Design conv_result_collector, sky130hd; sources not shown.
**Metal 1**

The bar under the picture is 20 um long. Supply wires on this layer in grey.
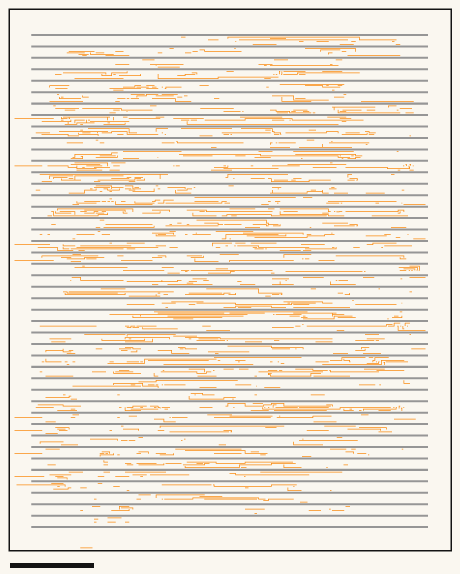
longest straight run: 36.3 um
wire length on this layer: 4230 um
nets with wire on the layer: 336
main direction: horizontal
met1 Track Usage GR: 0.1884
routed vias: 2542

**Signal wires on met2**

The bar under the picture is 20 um long.
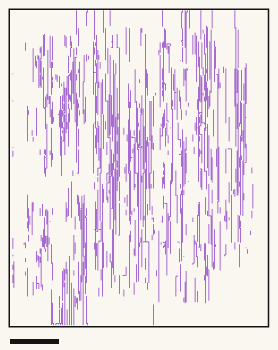
longest straight run: 53.5 um
wire length on this layer: 5450 um
nets with wire on the layer: 343
share of all routed wire: 53%
Global Route met2 Usage: 0.2827
aggregate routed wire length: 10250 um

**The metal 3 layer**

Cells faint in the background.
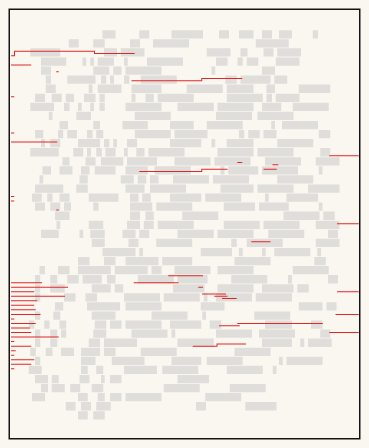
nets with wire on the layer: 42
share of all routed wire: 3.8%
wire length on this layer: 389 um
main direction: horizontal
Global Route met3 Usage: 0.04265

==> ds_physical_params.txt <==
Physical implementation characteristics

Parameter                              Value

Status
  Run status .................. finished clean

CTS
  Hold-fix buffer count after cts .................. 0
  Clock latency at the later pin of the worst-skew pair .................. 0.34 ns
  H-tree Lvls .................. 3
  Clock tree from TritonCTS .................. done
  CTS max path bufs .................. 2

Cells and area
  Flip-flop count of the largest register, all copies and words added .................. 72
  Post-layout nets .................. 373
  Non-clock buffers, area share .................. 0.1366
  Fraction of area in clock buffers and inverters .................. 0.05376
  Num sequential .................. 88

Floorplan
  Standard cell core area .................. 0.01103 mm^2
  Overall die width .................. 104.7 um

Final timing
  Timing-limited maximum frequency .................. 607.2 MHz
  Number of pins with negative max-slew slack in the final report .................. 0
  Sum of negative setup slack .................. 0 ns
  Number of failing hold endpoints at the final stage .................. 0
  Final setup skew .................. 0.005207 ns
  RSZ-0062 raised after global routing .................. yes

Logic synthesis
  Portion of synthesized cell area occupied by the leading cell type .................. 0.5677
  Number of standard cells reported by yosys .................. 245
  Syn Nets .................. 292
  Synthesis Warnings .................. 0
  Post-synthesis cell area .................. 0.003809 mm^2
  Share of synthesized area occupied by flip-flops and latches .................. 0.6518
  Yosys chip area .................. 0.003809 mm^2
  Post-Synthesis Cells .................. 245
  Library cells used by synthesis .................. 42
  Most instantiated flip-flop cell in the synthesis netlist .................. sky130_fd_sc_hd__edfxtp_1

Detailed routing
  Antenna violation net count after detailed routing .................. 0
  DR vias/cell .................. 5.455
  Routed length per placed instance .................. 22.00 um
  DRC violation count after routing .................. 0
  Wire length on met2 .................. 5453 um

Min path
  Cell count of the worst hold path .................. 2
  Class of the tightest hold or removal check .................. input port to flip-flop

Setup path
  Bufs and invs on worst path .................. 2
  Required time at the worst-slack endpoint .................. 2.26 ns

Job
  Total tool warning count .................. 33

Power and ir drop
  Power per cell area .................. 683.6 mW/mm^2
  Switching Fraction .................. 0.2191
  Combinational fraction of design power .................. 0.084
  Share of total power in the clock network .................. 0.412
  Sequential power share .................. 0.504
  P_clk .................. 1520 uW

Global route
  Busiest metal layer after global routing .................. met2
  Number of antenna violations at the first check in global routing .................. 0

Placed design
  Detail Placement HPWL .................. 6648 um
  Gp weighted congestion .................. 0.6772
[logic make-up (layout without fill, tap and decap cells)]
logic type                 after synthesis  in the layout  synth area share
AOI/OAI and AO/OA                       33             35           0.07063
xor gates and xnor gates                 3              3          0.006900
adders and majority gates                5              5           0.01643
buffers and inverters                   17            101           0.02398
DFF                                     88             88            0.6518
muxes                                   18             18            0.1130
and+or+nand+nor                         81             81            0.1173
[per-stage QoR]
step | std cells | hold WS (ns) | total power, uW | util
after floorplan | 245 | 0.4548 | 2035 | -
after CTS | 463 | 0.2995 | 3701 | 0.4754
after detailed placement | 432 | 0.4766 | 2184 | 0.4203
final | 466 | 0.3186 | 3675 | 0.4875
after global placement | 432 | 0.4622 | 2179 | 0.4203
after global routing | 466 | 0.3111 | 3799 | 0.4875
Power and IR drop assume default switching activity.
